==> src/rtl/jtag_cfg_pkg.sv <==
// Shared types, opcodes and TAP next-state logic for the JTAG configuration bank.
package jtag_cfg_pkg;

    typedef enum logic [3:0] {
        TLR, RTI,
        SEL_DR, CAP_DR, SHIFT_DR, EX1_DR, PAUSE_DR, EX2_DR, UPD_DR,
        SEL_IR, CAP_IR, SHIFT_IR, EX1_IR, PAUSE_IR, EX2_IR, UPD_IR
    } tap_state_t;

    // Data register currently selected by the IR.
    typedef enum logic [2:0] {DR_BYP, DR_ID, DR_ADDR, DR_CFG, DR_STAT} dr_sel_t;

    localparam int unsigned OP_IDCODE   = 1;
    localparam int unsigned OP_SEL_ADDR = 2;
    localparam int unsigned OP_CFG_RW   = 3;
    localparam int unsigned OP_STAT_RD  = 4;
    localparam int unsigned OP_BYPASS   = 32'hFFFF_FFFF;  // truncated to IR_W -> all ones

    function automatic tap_state_t next_tap_state(input tap_state_t s, input logic tms);
        case (s)
            TLR:      return tms ? TLR    : RTI;
            RTI:      return tms ? SEL_DR : RTI;
            SEL_DR:   return tms ? SEL_IR : CAP_DR;
            CAP_DR:   return tms ? EX1_DR : SHIFT_DR;
            SHIFT_DR: return tms ? EX1_DR : SHIFT_DR;
            EX1_DR:   return tms ? UPD_DR : PAUSE_DR;
            PAUSE_DR: return tms ? EX2_DR : PAUSE_DR;
            EX2_DR:   return tms ? UPD_DR : SHIFT_DR;
            UPD_DR:   return tms ? SEL_DR : RTI;
            SEL_IR:   return tms ? TLR    : CAP_IR;
            CAP_IR:   return tms ? EX1_IR : SHIFT_IR;
            SHIFT_IR: return tms ? EX1_IR : SHIFT_IR;
            EX1_IR:   return tms ? UPD_IR : PAUSE_IR;
            PAUSE_IR: return tms ? EX2_IR : PAUSE_IR;
            EX2_IR:   return tms ? UPD_IR : SHIFT_IR;
            UPD_IR:   return tms ? SEL_DR : RTI;
            default:  return TLR;
        endcase
    endfunction

endpackage

==> src/rtl/jtag_tap_fsm.sv <==
// Oversampled TAP: synchronises the pad signals into clk, detects tck edges,
// runs the 16-state controller and decodes capture/shift/update strobes.
module jtag_tap_fsm
    import jtag_cfg_pkg::*;
#(
    parameter int SYNC_STAGES = 2
) (
    input  logic       clk,
    input  logic       rst,
    input  logic       tck,
    input  logic       tms,
    input  logic       tdi,
    input  logic       trst_n,
    output tap_state_t state,
    output logic       tck_fall,
    output logic       tdi_s,
    output logic       trst_s,
    output logic       cap_dr,
    output logic       sh_dr,
    output logic       upd_dr,
    output logic       cap_ir,
    output logic       sh_ir,
    output logic       upd_ir
);

    localparam int L = SYNC_STAGES - 1;

    logic [L:0] tck_sy, tms_sy, tdi_sy, trstn_sy;
    logic       tck_d;
    logic       tck_rise;
    tap_state_t state_nx;

    // Synchroniser chains; all four share the same depth so tms/tdi stay aligned with tck.
    always_ff @(posedge clk or posedge rst) begin
        if (rst) begin
            tck_sy   <= '0;
            tms_sy   <= '0;
            tdi_sy   <= '0;
            trstn_sy <= '0;
            tck_d    <= 1'b0;
        end else begin
            tck_sy   <= {tck_sy[L-1:0], tck};
            tms_sy   <= {tms_sy[L-1:0], tms};
            tdi_sy   <= {tdi_sy[L-1:0], tdi};
            trstn_sy <= {trstn_sy[L-1:0], trst_n};
            tck_d    <= tck_sy[L];
        end
    end

    assign tck_rise = tck_sy[L] & ~tck_d;
    assign tck_fall = ~tck_sy[L] & tck_d;
    assign tdi_s    = tdi_sy[L];
    assign trst_s   = ~trstn_sy[L];

    // TAP state register.
    always_ff @(posedge clk or posedge rst) begin
        if (rst) state <= TLR;
        else     state <= state_nx;
    end

    // Next state and strobes; strobes fire on the edge that acts on the current state.
    always_comb begin
        state_nx = state;
        if (trst_s)        state_nx = TLR;
        else if (tck_rise) state_nx = next_tap_state(state, tms_sy[L]);
        cap_dr = !trst_s && tck_rise && (state == CAP_DR);
        sh_dr  = !trst_s && tck_rise && (state == SHIFT_DR);
        cap_ir = !trst_s && tck_rise && (state == CAP_IR);
        sh_ir  = !trst_s && tck_rise && (state == SHIFT_IR);
        upd_dr = !trst_s && tck_fall && (state == UPD_DR);
        upd_ir = !trst_s && tck_fall && (state == UPD_IR);
    end

endmodule

==> src/rtl/jtag_cfg_bank.sv <==
// JTAG target with an addressed read/write configuration bank and a read-only
// status bank. Holds IR, data shift register, address pointer and the banks.
module jtag_cfg_bank
    import jtag_cfg_pkg::*;
#(
    parameter int                     IR_W        = 5,
    parameter int                     REG_W       = 32,
    parameter int                     N_CFG       = 16,
    parameter int                     N_STAT      = 8,
    parameter int                     SYNC_STAGES = 2,
    parameter logic [31:0]            IDCODE      = 32'h1000_0001,
    parameter logic [N_CFG*REG_W-1:0] CFG_RST     = '0
) (
    input  logic                      clk,
    input  logic                      rst,
    input  logic                      tck,
    input  logic                      tms,
    input  logic                      tdi,
    input  logic                      trst_n,
    output logic                      tdo,
    output logic                      tdo_en,
    output logic [N_CFG*REG_W-1:0]    cfg_q,
    output logic [N_CFG-1:0]          cfg_upd,
    input  logic [N_STAT*REG_W-1:0]   stat_d,
    output logic                      stat_cap
);

    localparam int AMAX   = (N_CFG > N_STAT) ? N_CFG : N_STAT;
    localparam int ADDR_W = (AMAX > 1) ? $clog2(AMAX) : 1;
    localparam int DR_W   = (REG_W > 32) ? REG_W : 32;
    localparam int LEN_W  = $clog2(DR_W + 1);

    tap_state_t        state;
    logic              tck_fall, tdi_s, trst_s;
    logic              cap_dr, sh_dr, upd_dr, cap_ir, sh_ir, upd_ir;

    logic [IR_W-1:0]   ir, ir_sh;
    logic [DR_W-1:0]   dr_sh, dr_nx, cap_val;
    logic [LEN_W-1:0]  dr_len;
    dr_sel_t           dr_sel;
    logic [ADDR_W-1:0] addr, addr_inc, cidx, sidx;
    logic              auto_inc, addr_err;
    logic              cfg_ok, stat_ok;
    int                bank_last;

    logic [REG_W-1:0]  cfg_r  [N_CFG];
    logic [REG_W-1:0]  stat_w [N_STAT];

    jtag_tap_fsm #(.SYNC_STAGES(SYNC_STAGES)) u_tap (
        .clk(clk), .rst(rst), .tck(tck), .tms(tms), .tdi(tdi), .trst_n(trst_n),
        .state(state), .tck_fall(tck_fall), .tdi_s(tdi_s), .trst_s(trst_s),
        .cap_dr(cap_dr), .sh_dr(sh_dr), .upd_dr(upd_dr),
        .cap_ir(cap_ir), .sh_ir(sh_ir), .upd_ir(upd_ir)
    );

    for (genvar g = 0; g < N_CFG; g++) begin : g_cfg
        assign cfg_q[g*REG_W +: REG_W] = cfg_r[g];
    end
    for (genvar g = 0; g < N_STAT; g++) begin : g_stat
        assign stat_w[g] = stat_d[g*REG_W +: REG_W];
    end

    // Range checks; clamped indices keep out-of-range addresses off the arrays.
    assign cfg_ok  = int'(addr) < N_CFG;
    assign stat_ok = int'(addr) < N_STAT;
    assign cidx    = cfg_ok  ? addr : '0;
    assign sidx    = stat_ok ? addr : '0;

    // IR decode to DR select; anything not recognised is BYPASS.
    always_comb begin
        dr_sel = DR_BYP;
        case (ir)
            IR_W'(OP_IDCODE):   dr_sel = DR_ID;
            IR_W'(OP_SEL_ADDR): dr_sel = DR_ADDR;
            IR_W'(OP_CFG_RW):   dr_sel = DR_CFG;
            IR_W'(OP_STAT_RD):  dr_sel = DR_STAT;
            IR_W'(OP_BYPASS):   dr_sel = DR_BYP;
            default:            dr_sel = DR_BYP;
        endcase
    end

    // DR length and capture value, plus next shift value with tdi entering at the active MSB.
    always_comb begin
        dr_len  = LEN_W'(1);
        cap_val = '0;
        case (dr_sel)
            DR_ID:   begin dr_len = LEN_W'(32);       cap_val = DR_W'(IDCODE); end
            DR_ADDR: begin dr_len = LEN_W'(ADDR_W+1); cap_val = DR_W'({auto_inc, addr}); end
            DR_CFG:  begin dr_len = LEN_W'(REG_W);    cap_val = cfg_ok  ? DR_W'(cfg_r[cidx])  : '0; end
            DR_STAT: begin dr_len = LEN_W'(REG_W);    cap_val = stat_ok ? DR_W'(stat_w[sidx]) : '0; end
            default: begin dr_len = LEN_W'(1);        cap_val = '0; end
        endcase
        dr_nx = dr_sh >> 1;
        for (int i = 0; i < DR_W; i++)
            if (i == int'(dr_len) - 1) dr_nx[i] = tdi_s;
    end

    // Auto-increment target, wrapping past the active bank's last index.
    always_comb begin
        bank_last = (dr_sel == DR_CFG) ? N_CFG - 1 : N_STAT - 1;
        addr_inc  = (int'(addr) >= bank_last) ? '0 : addr + ADDR_W'(1);
    end

    // Instruction register path; Test-Logic-Reset forces IDCODE.
    always_ff @(posedge clk or posedge rst) begin
        if (rst) begin
            ir    <= IR_W'(OP_IDCODE);
            ir_sh <= '0;
        end else if (trst_s || state == TLR) begin
            ir    <= IR_W'(OP_IDCODE);
        end else if (cap_ir) begin
            ir_sh <= IR_W'({addr_err, 2'b01});
        end else if (sh_ir) begin
            ir_sh <= {tdi_s, ir_sh[IR_W-1:1]};
        end else if (upd_ir) begin
            ir    <= ir_sh;
        end
    end

    // Data shift register; cleared on reset so an aborted shift leaves nothing behind.
    always_ff @(posedge clk or posedge rst) begin
        if (rst)         dr_sh <= '0;
        else if (cap_dr) dr_sh <= cap_val;
        else if (sh_dr)  dr_sh <= dr_nx;
    end

    // Address pointer, auto-increment flag and sticky out-of-range flag.
    always_ff @(posedge clk or posedge rst) begin
        if (rst) begin
            addr     <= '0;
            auto_inc <= 1'b0;
            addr_err <= 1'b0;
        end else if (trst_s) begin
            addr     <= '0;
            auto_inc <= 1'b0;
            addr_err <= 1'b0;
        end else begin
            if (cap_dr && ((dr_sel == DR_CFG && !cfg_ok) || (dr_sel == DR_STAT && !stat_ok)))
                addr_err <= 1'b1;
            if (upd_ir)
                addr_err <= 1'b0;
            if (upd_dr) begin
                if (dr_sel == DR_ADDR)
                    {auto_inc, addr} <= dr_sh[ADDR_W:0];
                else if ((dr_sel == DR_CFG || dr_sel == DR_STAT) && auto_inc)
                    addr <= addr_inc;
            end
        end
    end

    // Configuration bank write and one-clk update strobe; TAP reset keeps contents.
    always_ff @(posedge clk or posedge rst) begin
        if (rst) begin
            for (int i = 0; i < N_CFG; i++) cfg_r[i] <= CFG_RST[i*REG_W +: REG_W];
            cfg_upd <= '0;
        end else begin
            for (int i = 0; i < N_CFG; i++)
                cfg_upd[i] <= upd_dr && dr_sel == DR_CFG && cfg_ok && i == int'(cidx);
            if (upd_dr && dr_sel == DR_CFG && cfg_ok)
                cfg_r[cidx] <= dr_sh[REG_W-1:0];
        end
    end

    // Status capture strobe, only for in-range captures.
    always_ff @(posedge clk or posedge rst) begin
        if (rst) stat_cap <= 1'b0;
        else     stat_cap <= cap_dr && dr_sel == DR_STAT && stat_ok;
    end

    // tdo/tdo_en launch on tck falling edge from the active shift register LSB.
    always_ff @(posedge clk or posedge rst) begin
        if (rst) begin
            tdo    <= 1'b0;
            tdo_en <= 1'b0;
        end else if (trst_s) begin
            tdo    <= 1'b0;
            tdo_en <= 1'b0;
        end else if (tck_fall) begin
            tdo_en <= (state == SHIFT_IR) || (state == SHIFT_DR);
            tdo    <= (state == SHIFT_IR) ? ir_sh[0] :
                      (state == SHIFT_DR) ? dr_sh[0] : 1'b0;
        end
    end

endmodule
==> config.mk <==
export PLATFORM = sky130hd
export DESIGN_NAME = jtag_cfg_bank
export DESIGN_NICKNAME = d
export VERILOG_FILES = /design/src/rtl/jtag_cfg_pkg.sv /design/src/rtl/jtag_tap_fsm.sv /design/src/rtl/jtag_cfg_bank.sv
export SDC_FILE = /design/constraint.sdc
export NUM_CORES = 1
export LEC_CHECK = 0
export CAP_MARGIN = 10
export CORE_AREA = 8 8 306 308
export DETAILED_ROUTE_END_ITERATION = 10
export DIE_AREA = 0 0 314 316
export PLACE_DENSITY = 0.64
export SLEW_MARGIN = 20
export SYNTH_ARGS = -nofsm -noshare
export SYNTH_HDL_FRONTEND = slang
export SYNTH_SLANG_ARGS = --single-unit
==> constraint.sdc <==
create_clock -name clk -period 58.6 [get_ports clk]
set_input_delay 8.79 -clock clk [delete_from_list [all_inputs] [get_ports clk]]
set_output_delay 8.79 -clock clk [all_outputs]
set_load 0.01 [all_outputs]
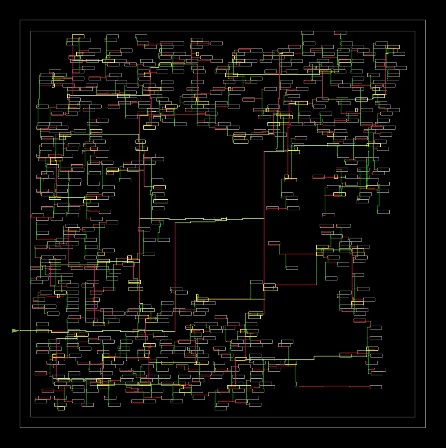
(clock routing)
total CTS buffers: 69
Clock group: 0.443 mW
Skew-Pair Late Insertion Delay: 620 ps
clock buffers: 96

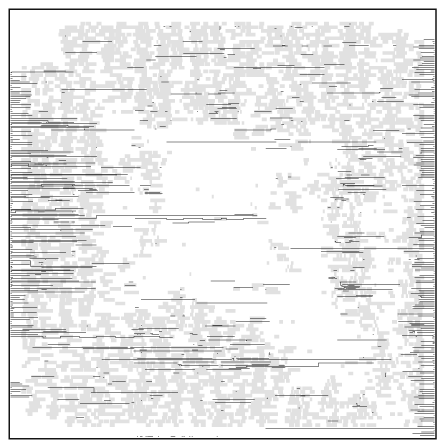
(metal 3)
Cells faint in the background.
The layer carries 9740 um of wire. The longest straight run is 124 um.

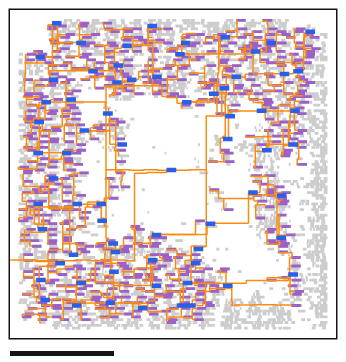
(routed clock nets over the placement)
The bar under the picture is 100 um long.
Key: clock drivers = blue [count 69]; flip-flops = purple [count 592]; clock wires = orange [length 8460 um]
Position of the flops: widely spread.

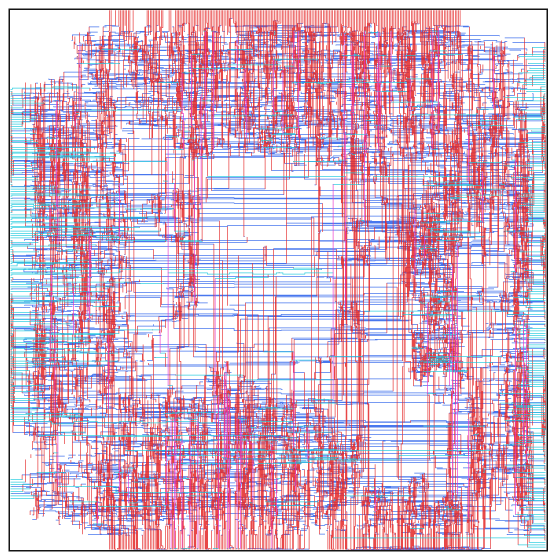
(wiring by layer)
Key: metal 2 = red [wire length 64.4 mm]; metal 3 = cyan [wire length 9740 um]; metal 1 = blue [wire length 53.0 mm]; metal 4 = magenta [wire length 4500 um]

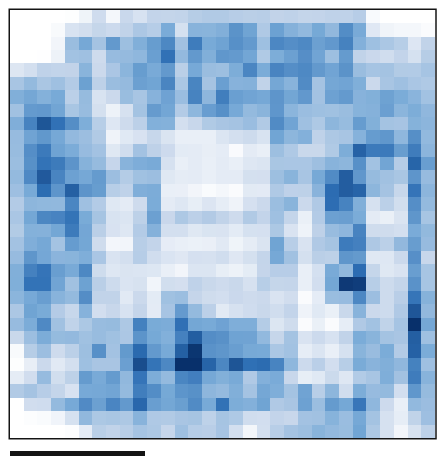
(signal metal coverage by tile)
The bar under the picture is 100 um long. The die is cut into 31 by 32 equal tiles; white is low, dark blue is high, scaled to the fullest tile. Values are wire area over tile area, all layers added.
The fullest tile reaches 0.58. The mean over all tiles is 0.21. 2.7% of the tiles are nearly empty. The emptiest ninth of the die: middle.

==> impl_metrics.env <==
# source this file to load flow results
export IMPL_top_cell_area_share_pct=50.1
export IMPL_placed_cell_area_um2=37900
export IMPL_clk_pin_slew_ps=60
export IMPL_firstDrtPassIters=5
export IMPL_core_area_um2=89000
export IMPL_synth_yosys_seq_area_share_pct=50.2
export IMPL_yosys_top_cells_count="dfrtp_1 (591), mux2_1 (519), mux4_2 (164)"
export IMPL_p_leak_nw=18.2
export IMPL_nFillCells=7887
export IMPL_dr_total_vias=21843
export IMPL_via_per_inst=5.51
export IMPL_drive_above_1_share_pct=12.9
export IMPL_num_rows=110
export IMPL_n_antenna_cell=3
export IMPL_root_buffer="clkbuf_16"
export IMPL_cp_max_fo=148
export IMPL_taps=1176
export IMPL_drtIter0Drc=1609
export IMPL_synthCells=2055
export IMPL_p_sw_share_pct=24.1
export IMPL_finalClockSkew_ps=49.4
export IMPL_status="completed"
export IMPL_flop_area_um2=14800
export IMPL_gp_congestion=0.887
export IMPL_numClockSinks=592
export IMPL_pg_seq_mw=0.429
export IMPL_syn_area_um2=29500
export IMPL_grtUsageTotal_pct=25.8
export IMPL_seqPwrFrac_pct=47.1
export IMPL_largest_class="flip-flops and latches"
export IMPL_nMultiInputCombCells=1228
export IMPL_largest_reg_flops=512
export IMPL_p_comb_share_pct=4.2
export IMPL_async_flop_share_pct=100
export IMPL_period_minus_slack_ps=11270
export IMPL_edf_count=0
export IMPL_instances_no_fill=3962
export IMPL_avgSynthCellArea_um2=14.4
export IMPL_cts_buffer_depth=3
export IMPL_final_setup_viol_count=0
export IMPL_finalCritPeriodShare_pct=19.2
export IMPL_buffer_area_share_pct=20.3
export IMPL_cts_htree_levels=3
export IMPL_ios=793
export IMPL_end_kind="async pin"
export IMPL_drc_errors=0
export IMPL_grt_overflow=0
export IMPL_synth_chip_area_um2=29500
export IMPL_hpwlAfterDp_um=89300
export IMPL_drv_cap=0
export IMPL_synth_area_top_cells="dfrtp_1 (50%), mux2_1 (20%), mux4_2 (13%)"
export IMPL_hold_buffers=0
export IMPL_adder_share_pct=0.212
export IMPL_cts_tree="done"
export IMPL_yosysWarnings=0
export IMPL_design_seq_count=592
export IMPL_yosys_area_top_type="dfrtp_1"
export IMPL_io_buffers=792
export IMPL_die_width_um=314
export IMPL_vdd_drop_max_mv=0.0183
export IMPL_start_kind="input port"
export IMPL_p_per_area_nw_per_um2=22.6
export IMPL_grt_pass1_vias=23572
export IMPL_cts_resized=0
export IMPL_postRouteWirelength_um=132000
export IMPL_drv_slew=0
export IMPL_synth_stat_cells=2055
export IMPL_combAreaFraction_pct=33.1
export IMPL_sh_seq_area_pct=36.8
export IMPL_warnings=38
export IMPL_drtAntennaViolNets=0
export IMPL_slew_headroom_pct=29.0
export IMPL_p_clk_share_pct=48.7
export IMPL_fin_setup_tns_ps=0
export IMPL_hold_path_class="flip-flop to flip-flop"
export IMPL_simple_gate_share_pct=3.64
export IMPL_rsz0062_at_grt="no"
export IMPL_logic_area_um2=13300
export IMPL_grt_pass1_wl_um=185000
export IMPL_clkCellAreaFrac_pct=5.79
-- worst max-delay path, stage by stage --
cell and delay, ps:
clkdlybuf4s50_1 490, inv_8 680, buf_4 890, buf_12 670
-- path summary, 6_finish.rpt --
| path | cells past startpoint | slack (ps) | endpoint | startpoint |
|---|---|---|---|---|
| setup reg to reg | 4 | 54680 | dr_sh[12] | u_tap.state[0] |
| hold reg to reg | 0 | 350 | u_tap.trstn_sy[1] | u_tap.trstn_sy[0] |
| min in group asynchronous | 2 | 8800 | cfg_q[340] | rst |
| max in group clk | 1 | 48070 | cfg_q[158] | cfg_q[158] |
| setup / recovery | 4 | 47330 | addr[2] | rst |
| hold / removal | 0 | 350 | u_tap.trstn_sy[1] | u_tap.trstn_sy[0] |
-- cell usage in the layout (no fill, tap or decap), drive strengths merged, types with 4 or more instances in the layout --
master / count
a21oi: 67
nand3: 13
nand2: 52
mux4: 164
clkinv: 15
o21ai: 91
mux2: 540
a31oi: 10
inv: 34
nor2b: 10
ha: 5
clkbuf: 96
o221ai: 5
buf: 21
o22ai: 14
mux2i: 63
a311oi: 7
o22a: 10
nor2: 31
clkdlybuf4s50: 792
and2: 4
nand2b: 9
a22o: 21
a22oi: 8
and3: 8
a211oi: 4
nor3: 16
o211a: 4
dfrtp: 591
or3: 27
-- kinds of logic after synthesis --
family / Yosys count
multiplexers: 767
buffers and inverters: 235
AND/OR/NAND/NOR: 183
XOR/XNOR: 1
AND-OR/OR-AND: 272
adder cells (fa/ha/maj): 5
flip-flops: 592
-- metal layers --
layer  share of wire, %  vias to the layer above  global-route usage, %
li1                   -                     9066                      -
met1                 40                    11662                   32.5
met2                 49                      911                   42.9
met3                7.4                      204                   6.31
met4                3.4                        0                   9.21
met5                  0                        -                      0
No activity file was given, so power comes from the tool's default toggle rates.
